--- src/rtl/gobou_ctrl_core_if.sv ---
// ctrl_bus: start/valid/stop control bundle that travels alongside data
// through the gobou MAC pipeline.
//   start - first beat of a batch
//   valid - beat carries a live input neuron
//   stop  - last beat of a batch
// Modports: master drives the bundle, slave observes it.
interface ctrl_bus;
    logic start;
    logic valid;
    logic stop;

    modport master (output start, output valid, output stop);
    modport slave  (input  start, input  valid, input  stop);
endinterface

--- src/rtl/gobou_ctrl_core.sv ---
// gobou_ctrl_core: layer sequencer for the gobou fully-connected engine.
// Walks every output batch (CORE neurons at a time) and every input neuron,
// driving memory addresses and the control bus at the pipeline head, then
// waits for the batch to drain (in_ctrl.stop) before the next batch.
// Ports:
//   clk, rst        - clock, synchronous active-high reset
//   req / ack       - start pulse (IDLE only) / ready-or-done
//   in_size,out_size- neuron counts (>=1), latched on accepted req
//   in/w/out_offset - base addresses, latched on accepted req
//   in_ctrl         - control bus from the pipeline tail (stop only)
//   out_ctrl        - control bus to the pipeline head
//   input_addr, weight_addr, output_addr, n_valid - registered batch outputs
module gobou_ctrl_core #(
    parameter int CORE    = 16,
    parameter int LWIDTH  = 10,
    parameter int MEMSIZE = 12
) (
    input  logic                       clk,
    input  logic                       rst,
    input  logic                       req,
    output logic                       ack,
    input  logic [LWIDTH-1:0]          in_size,
    input  logic [LWIDTH-1:0]          out_size,
    input  logic [MEMSIZE-1:0]         in_offset,
    input  logic [MEMSIZE-1:0]         w_offset,
    input  logic [MEMSIZE-1:0]         out_offset,
    ctrl_bus.slave                     in_ctrl,
    ctrl_bus.master                    out_ctrl,
    output logic [MEMSIZE-1:0]         input_addr,
    output logic [MEMSIZE-1:0]         weight_addr,
    output logic [MEMSIZE-1:0]         output_addr,
    output logic [$clog2(CORE):0]      n_valid
);
    localparam int NVW = $clog2(CORE) + 1;
    localparam logic [LWIDTH-1:0]  CORE_L = LWIDTH'(CORE);
    localparam logic [MEMSIZE-1:0] CORE_M = MEMSIZE'(CORE);
    localparam logic [LWIDTH-1:0]  ONE_L  = {{(LWIDTH-1){1'b0}}, 1'b1};
    localparam logic [LWIDTH-1:0]  ZERO_L = {LWIDTH{1'b0}};

    typedef enum logic [1:0] {
        ST_IDLE = 2'd0,
        ST_MAC  = 2'd1,
        ST_WAIT = 2'd2,
        ST_DONE = 2'd3
    } state_t;

    // Live cores in a batch: remaining output neurons clipped to CORE.
    function automatic logic [NVW-1:0] nv_clip(input logic [LWIDTH-1:0] rem);
        if (rem > CORE_L) begin
            return NVW'(CORE);
        end else begin
            return NVW'(rem);
        end
    endfunction

    state_t             state_q, state_d;
    logic [LWIDTH-1:0]  in_size_q, in_size_d;
    logic [LWIDTH-1:0]  rem_q, rem_d;       // output neurons not yet covered by earlier batches
    logic [LWIDTH-1:0]  i_q, i_d;           // index of the beat currently on the bus
    logic [MEMSIZE-1:0] in_off_q, in_off_d;
    logic [MEMSIZE-1:0] w_base_q, w_base_d;
    logic [MEMSIZE-1:0] o_base_q, o_base_d;
    logic               ack_q, ack_d;
    logic               start_q, start_d;
    logic               valid_q, valid_d;
    logic               stop_q, stop_d;
    logic [MEMSIZE-1:0] ia_q, ia_d;
    logic [MEMSIZE-1:0] wa_q, wa_d;
    logic [MEMSIZE-1:0] oa_q, oa_d;
    logic [NVW-1:0]     nv_q, nv_d;

    logic [LWIDTH-1:0]  i_nxt_s;
    logic [LWIDTH-1:0]  last_s;
    logic [LWIDTH-1:0]  rem_nxt_s;
    logic [MEMSIZE-1:0] w_base_nxt_s;
    logic [MEMSIZE-1:0] o_base_nxt_s;
    logic               unused_s;

    assign i_nxt_s      = i_q + ONE_L;
    assign last_s       = in_size_q - ONE_L;
    assign rem_nxt_s    = rem_q - CORE_L;
    assign w_base_nxt_s = w_base_q + MEMSIZE'(in_size_q);
    assign o_base_nxt_s = o_base_q + CORE_M;
    assign unused_s     = in_ctrl.start ^ in_ctrl.valid;

    // Next-state and registered-output computation.  The state register
    // tracks what is currently on the bus, so each branch prepares the beat
    // that appears after the coming edge.
    always_comb begin
        state_d   = state_q;
        in_size_d = in_size_q;
        rem_d     = rem_q;
        i_d       = i_q;
        in_off_d  = in_off_q;
        w_base_d  = w_base_q;
        o_base_d  = o_base_q;
        ack_d     = 1'b0;
        start_d   = 1'b0;
        valid_d   = 1'b0;
        stop_d    = 1'b0;
        ia_d      = ia_q;
        wa_d      = wa_q;
        oa_d      = oa_q;
        nv_d      = nv_q;
        case (state_q)
            ST_IDLE: begin
                if (req) begin
                    // First beat goes out straight from the request inputs.
                    state_d   = ST_MAC;
                    in_size_d = in_size;
                    rem_d     = out_size;
                    i_d       = ZERO_L;
                    in_off_d  = in_offset;
                    w_base_d  = w_offset;
                    o_base_d  = out_offset;
                    start_d   = 1'b1;
                    valid_d   = 1'b1;
                    stop_d    = (in_size == ONE_L);
                    ia_d      = in_offset;
                    wa_d      = w_offset;
                    oa_d      = out_offset;
                    nv_d      = nv_clip(out_size);
                end else begin
                    ack_d     = 1'b1;
                end
            end
            ST_MAC: begin
                if (i_q == last_s) begin
                    state_d = ST_WAIT;
                end else begin
                    i_d     = i_nxt_s;
                    valid_d = 1'b1;
                    stop_d  = (i_nxt_s == last_s);
                    ia_d    = in_off_q + MEMSIZE'(i_nxt_s);
                    wa_d    = w_base_q + MEMSIZE'(i_nxt_s);
                end
            end
            ST_WAIT: begin
                if (in_ctrl.stop) begin
                    if (rem_q > CORE_L) begin
                        state_d  = ST_MAC;
                        rem_d    = rem_nxt_s;
                        i_d      = ZERO_L;
                        w_base_d = w_base_nxt_s;
                        o_base_d = o_base_nxt_s;
                        start_d  = 1'b1;
                        valid_d  = 1'b1;
                        stop_d   = (in_size_q == ONE_L);
                        ia_d     = in_off_q;
                        wa_d     = w_base_nxt_s;
                        oa_d     = o_base_nxt_s;
                        nv_d     = nv_clip(rem_nxt_s);
                    end else begin
                        state_d  = ST_DONE;
                    end
                end else begin
                    state_d = ST_WAIT;
                end
            end
            ST_DONE: begin
                state_d = ST_IDLE;
                ack_d   = 1'b1;
            end
            default: begin
                state_d = ST_IDLE;
                ack_d   = 1'b1;
            end
        endcase
    end

    // State, latched parameters and registered outputs.
    always_ff @(posedge clk) begin
        if (rst) begin
            state_q   <= ST_IDLE;
            in_size_q <= {LWIDTH{1'b0}};
            rem_q     <= {LWIDTH{1'b0}};
            i_q       <= {LWIDTH{1'b0}};
            in_off_q  <= {MEMSIZE{1'b0}};
            w_base_q  <= {MEMSIZE{1'b0}};
            o_base_q  <= {MEMSIZE{1'b0}};
            ack_q     <= 1'b1;
            start_q   <= 1'b0;
            valid_q   <= 1'b0;
            stop_q    <= 1'b0;
            ia_q      <= {MEMSIZE{1'b0}};
            wa_q      <= {MEMSIZE{1'b0}};
            oa_q      <= {MEMSIZE{1'b0}};
            nv_q      <= {NVW{1'b0}};
        end else begin
            state_q   <= state_d;
            in_size_q <= in_size_d;
            rem_q     <= rem_d;
            i_q       <= i_d;
            in_off_q  <= in_off_d;
            w_base_q  <= w_base_d;
            o_base_q  <= o_base_d;
            ack_q     <= ack_d;
            start_q   <= start_d;
            valid_q   <= valid_d;
            stop_q    <= stop_d;
            ia_q      <= ia_d;
            wa_q      <= wa_d;
            oa_q      <= oa_d;
            nv_q      <= nv_d;
        end
    end

    assign ack            = ack_q;
    assign out_ctrl.start = start_q;
    assign out_ctrl.valid = valid_q;
    assign out_ctrl.stop  = stop_q;
    assign input_addr     = ia_q;
    assign weight_addr    = wa_q;
    assign output_addr    = oa_q;
    assign n_valid        = nv_q;
endmodule

--- src/flat_wrapper.sv ---
// flat-port wrapper written by rule: the top's interface ports become plain ports
module gobou_ctrl_core_flat 
#(
    parameter int CORE    = 16,
    parameter int LWIDTH  = 10,
    parameter int MEMSIZE = 12
)
  (clk, rst, req, ack, in_size, out_size, in_offset, w_offset, out_offset, input_addr, weight_addr, output_addr, n_valid, in_ctrl_start, in_ctrl_valid, in_ctrl_stop, out_ctrl_start, out_ctrl_valid, out_ctrl_stop);
  ctrl_bus in_ctrl_i ();
  ctrl_bus out_ctrl_i ();
  input  logic clk;
  input  logic rst;
  input  logic req;
  output logic ack;
  input  logic [LWIDTH-1:0] in_size;
  input  logic [LWIDTH-1:0] out_size;
  input  logic [MEMSIZE-1:0] in_offset;
  input  logic [MEMSIZE-1:0] w_offset;
  input  logic [MEMSIZE-1:0] out_offset;
  output logic [MEMSIZE-1:0] input_addr;
  output logic [MEMSIZE-1:0] weight_addr;
  output logic [MEMSIZE-1:0] output_addr;
  output logic [$clog2(CORE):0] n_valid;
  input wire logic [$bits(in_ctrl_i.start)-1:0] in_ctrl_start;
  input wire logic [$bits(in_ctrl_i.valid)-1:0] in_ctrl_valid;
  input wire logic [$bits(in_ctrl_i.stop)-1:0] in_ctrl_stop;
  output wire logic [$bits(out_ctrl_i.start)-1:0] out_ctrl_start;
  output wire logic [$bits(out_ctrl_i.valid)-1:0] out_ctrl_valid;
  output wire logic [$bits(out_ctrl_i.stop)-1:0] out_ctrl_stop;
  assign in_ctrl_i.start = in_ctrl_start;
  assign in_ctrl_i.valid = in_ctrl_valid;
  assign in_ctrl_i.stop = in_ctrl_stop;
  assign out_ctrl_start = out_ctrl_i.start;
  assign out_ctrl_valid = out_ctrl_i.valid;
  assign out_ctrl_stop = out_ctrl_i.stop;
  gobou_ctrl_core #(.CORE(CORE), .LWIDTH(LWIDTH), .MEMSIZE(MEMSIZE)) u_core (.clk(clk), .rst(rst), .req(req), .ack(ack), .in_size(in_size), .out_size(out_size), .in_offset(in_offset), .w_offset(w_offset), .out_offset(out_offset), .in_ctrl(in_ctrl_i), .out_ctrl(out_ctrl_i), .input_addr(input_addr), .weight_addr(weight_addr), .output_addr(output_addr), .n_valid(n_valid));
endmodule
--- config.mk ---
export PLATFORM = sky130hd
export DESIGN_NAME = gobou_ctrl_core_flat
export DESIGN_NICKNAME = d
export VERILOG_FILES = /design/src/rtl/gobou_ctrl_core_if.sv /design/src/rtl/gobou_ctrl_core.sv /design/src/flat_wrapper.sv
export SDC_FILE = /design/constraint.sdc
export NUM_CORES = 1
export LEC_CHECK = 0
export CAP_MARGIN = 30
export CORE_ASPECT_RATIO = 1.75
export CORE_MARGIN = 8
export CORE_UTILIZATION = 34
export CTS_BUF_LIST = sky130_fd_sc_hd__clkbuf_16
export CTS_CLUSTER_SIZE = 24
export DETAILED_ROUTE_END_ITERATION = 7
export PLACE_DENSITY = 0.57
export SLEW_MARGIN = 20
export SYNTH_ARGS = -nofsm -noshare
export SYNTH_HDL_FRONTEND = slang
export SYNTH_SLANG_ARGS = --single-unit
export TNS_END_PERCENT = 20
--- constraint.sdc ---
create_clock -name clk -period 3.85 [get_ports clk]
set_input_delay 1.155 -clock clk [delete_from_list [all_inputs] [get_ports clk]]
set_output_delay 1.155 -clock clk [all_outputs]
set_load 0.02 [all_outputs]
==> job_summary.md <==
### Flow metrics

| Metric | Value |
|---|---|
| Status | finished clean |
| Met3 Resource Use GR | 3.215% |
| Final setup violation count | 0 |
| Hold WS | 0.4566 ns |
| Postcts setup bufs | 0 |
| Max stage delay on crit path | 0.55 ns |
| Netlist cell types | 81 |
| Die width | 125.1 microns |
| Arrival @ worst endpoint | 3.68 ns |
| Fin area | 8752 sq um |
| Avg Cell Area, Syn | 7.660 sq um |
| Clock Latency Late Sink | 0.36 ns |
| Place WS | 0.3826 ns |
| Ao+oa area frac | 27.86% |
| Hold EP | u_core.o_base_q[0] |
| Seq area share | 23.10% |
| CP Buf/Inv Count | 1 |
| CP top delay family | AND-OR/OR-AND gates |
| Clock sinks | 101 |
| Peak supply drop | 0.0002692 V |
| Post_cts resized | 0 |
| RSZ-0062 raised after global routing | no |
| Non-clock inverters | 37 |
| Clock transition at path regs | 0.07 ns |
| Fillers | 2,144 |
| Worst reg2reg endpoint | u_core.weight_addr[11] |
| Worst R2R Path Depth | 12 |
| First-pass GRT wire length | 38,490 microns |
| WL met1 | 9138 microns |
| DRT Pass-1 Iters | 5 |
| Gate Area | 4666 sq um |
| Top cell by count, worst path | nor2_1 |
| Total gr overflow | 0 |
| Yosys cell count | 924 |
| Post-DP Area | 8441 sq um |
| Largest logic family | AND-OR/OR-AND gates |
| Worst Tran Pin Value | 0.8848 ns |
| Nets | 1,116 |
| Fraction of layout instances using a drive strength above 1 | 7.213% |
| Post-synth EDFFs | 0 |
| Largest class | multi-input combinational cells |
| Ports | 107 |
| Max-area cell share | 28.57% |
| Layout Cells excl Fill | 1,264 |
| MUX area fraction | 1.131% |
| Total number of yosys warnings | 0 |
| Critical Path Start Type | flip-flop |
| Commonest Layout Cell | nand2_1 |
| Antenna cells | 0 |
| Met2 usage | 35.72% |
| Highest routed layer | met4 |
| Drt drc | 0 |
| TritonCTS clock tree | yes |
| Simple-Gate Area Share | 22.27% |
| F_max | 288.5 MHz |
| Number of cells on the critical path | 12 |
| Hold crit path type | reg2reg |
| Leak | 0.003304 uW |
| Power Total | 5796 uW |
| Placed insts | 1,250 |
| Vias | 7,219 |
| Final worst slack | 0.3836 ns |
| CP max-delay cell | a2111oi_0 |
| Async set-reset flop share out of synthesis | 0% |
| Crit path kind | reg2reg |
| CP Capture Type | flip-flop |
| Synth Cell Area | 7078 sq um |
| Top Layout Cells | nand2_1 (122), clkdlybuf4s50_1 (103), dfxtp_1 (101) |
| # clk buffers | 9 |
| Initial antenna violation count | 1 |
| Seq cells | 101 |
| Xor/xnor share | 6.187% |
| Logic share of the area | 53.31% |
| Hold path cells | 2 |
| Post-synth seq share | 28.57% |
| Synthesis area per yosys | 7078 sq um |
| Non-clk bufs | 137 |
| Critical path cell sequence | nand3_1, nor2_1, xnor2_1, inv_1, ha_1, nor3_1, nor2_1, a2111oi_0, o32ai_1, mux2i_1, o31ai_1, a311oi_1 |
| TAP cells | 252 |
| Signal buf overhead | 14.84% |
| Relative slew margins | 40.24% |
| Grt met1 use | 18.75% |
| Synth top cell by count | nand2_1 |
| Routed WL | 24,740 microns |
| DR vias/cell | 5.711 |
| Layout clock area frac | 3.560% |
| Root Buffer | clkbuf_16 |
| Multi-In Gates | 723 |
| H-tree Lvls | 3 |
| Post-DP HPWL | 18,800 microns |
| Crit share post-route | 90.04% |
| Crit path DRT | 4.07 ns |
| Wire per inst | 19.57 microns |
| Clock Tree Buf Depth | 2 |
| Total track usage | 19.01% |
| FP Rows | 70 |
| Final ANT Viol Nets | 0 |
| Tool Warnings | 35 |
| Clock skew | 0.01409 ns |
| Mapped Cells | 924 |
| Crit path launch | u_core.i_q[2] |
| Hold-fix buffers, CTS | 0 |
| Port Buf Inserts | 104 |
| Drt initial violations | 492 |
| RR Startpoint | u_core.i_q[2] |
| Adder Share, Synth | 8.273% |
| Chip area | 25,870 sq um |
| Flops & latches, synth | 101 |
| Core Box Area | 20,670 sq um |
| Hold_sp | u_core.o_base_q[0] |
| Number of global-route vias before repair | 7,188 |
| R2R Setup Slk | 0.38 ns |
| Min cycle time layout | 3.466 ns |
| Core Util, Final | 42.34% |
| Fp util | 34.24% |
| Most common reg cell | dfxtp_1 |
| Met3 WL | 1101 microns |
| Worst Setup EP | u_core.weight_addr[11] |
| CTS Buf Count | 9 |
| Top cells by count, synth | nand2_1 (122), dfxtp_1 (101), a21oi_1 (86) |
| Post-synth top area cell | dfxtp_1 |
| GPL Wtd Cong | 0.8939 |
| Slew Viols, Final | 0 |
| Pwr per Cell Area | 662.3 nW/um^2 |
| Syn nets | 1,031 |
| Max FO, Critical Path | 7 |
| Area Overhead vs Synth | 23.65% |
| WL met2 | 12,940 microns |
| Die height | 206.9 microns |
| GR peak layer | met2 |
| Setup TNS | 0 ns |
| Max Cap Viol | 0 |
| Largest net degree at the start of global routing | 53 |
| Final Hold Fails | 0 |
| FF+latch area | 2022 sq um |
| Cell area leaders | dfxtp_1 (29%), ha_1 (7.4%), nand2_1 (6.5%), a21oi_1 (6.1%), o21ai_0 (3.9%) |
==> registers in the layout, summed over array words and instances, names as in the netlist, 2 cells and up <==
name,flops
u_core.in_off_q,12
u_core.input_addr,12
u_core.o_base_q,12
u_core.w_base_q,12
u_core.weight_addr,12
u_core.i_q,10
u_core.in_size_q,10
u_core.rem_q,10
u_core.n_valid,5
u_core.state_q,2
==> tightest hold or removal path, cell delays in order, from the launching register on <==
cell and delay, ns:
dfxtp_1 0.31, nand2_1 0.05, a21oi_1 0.05
==> where the power goes <==
group | switching (uW) | total, uW | internal [uW] | leakage [uW]
clock | 430 | 998 | 568 | 0.000152
sequential | 279 | 1630 | 1350 | 0.000830
combinational | 1870 | 3170 | 1290 | 0.00232
Figure 1. Nets reached from selected ports.
Drawn at 3 px/micron.
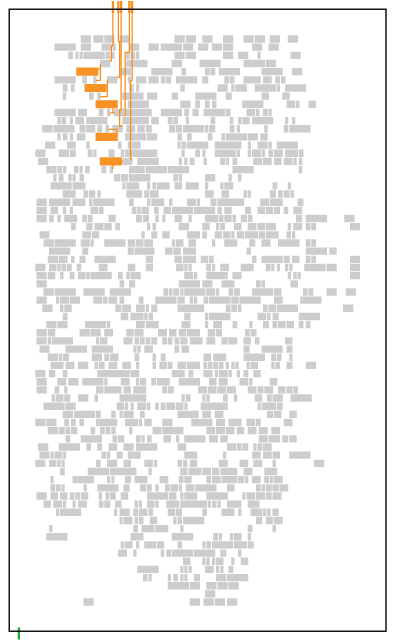
legend:
  orange:
    port: `n_valid`
    bits: 5
    direction: output
    edge: top
    end_cells: 5
    buffers: 5
    wire: 199 microns
  green:
    port: `in_ctrl_valid`
    bits: 1
    direction: input
    edge: bottom
    end_cells: 0
    buffers: 0

Figure 2. Clock network drawn from the DEF.
Drawn at 3 px/micron.
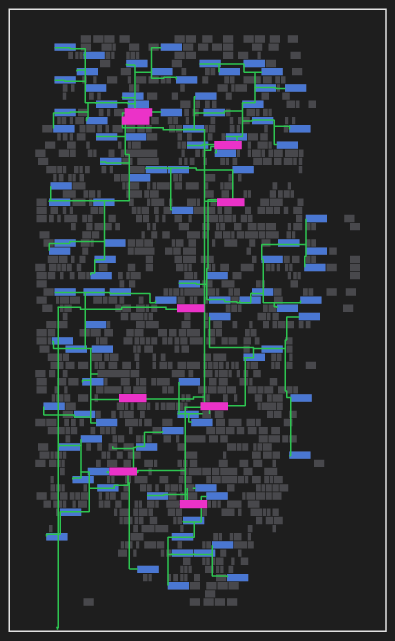
legend:
  blue:
    item: flip-flops
    count: 101
  green:
    item: clock wires
    length: 1,530 microns
  magenta:
    item: cells driving clock nets
    count: 9
routed clock nets: 10

Figure 3. Gate-type map.
Drawn at 2 px/micron.
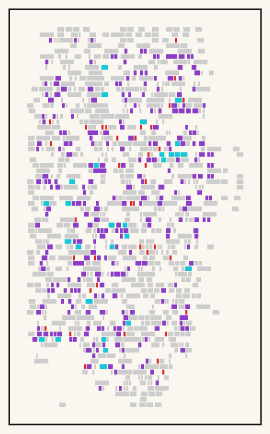
legend:
  red:
    family: inverters
    cells: 37
  cyan:
    family: AND-OR and OR-AND gates
    cells: 28
  purple:
    family: inverting AOI/OAI gates
    cells: 269

Power is estimated from default activity; no workload was simulated.
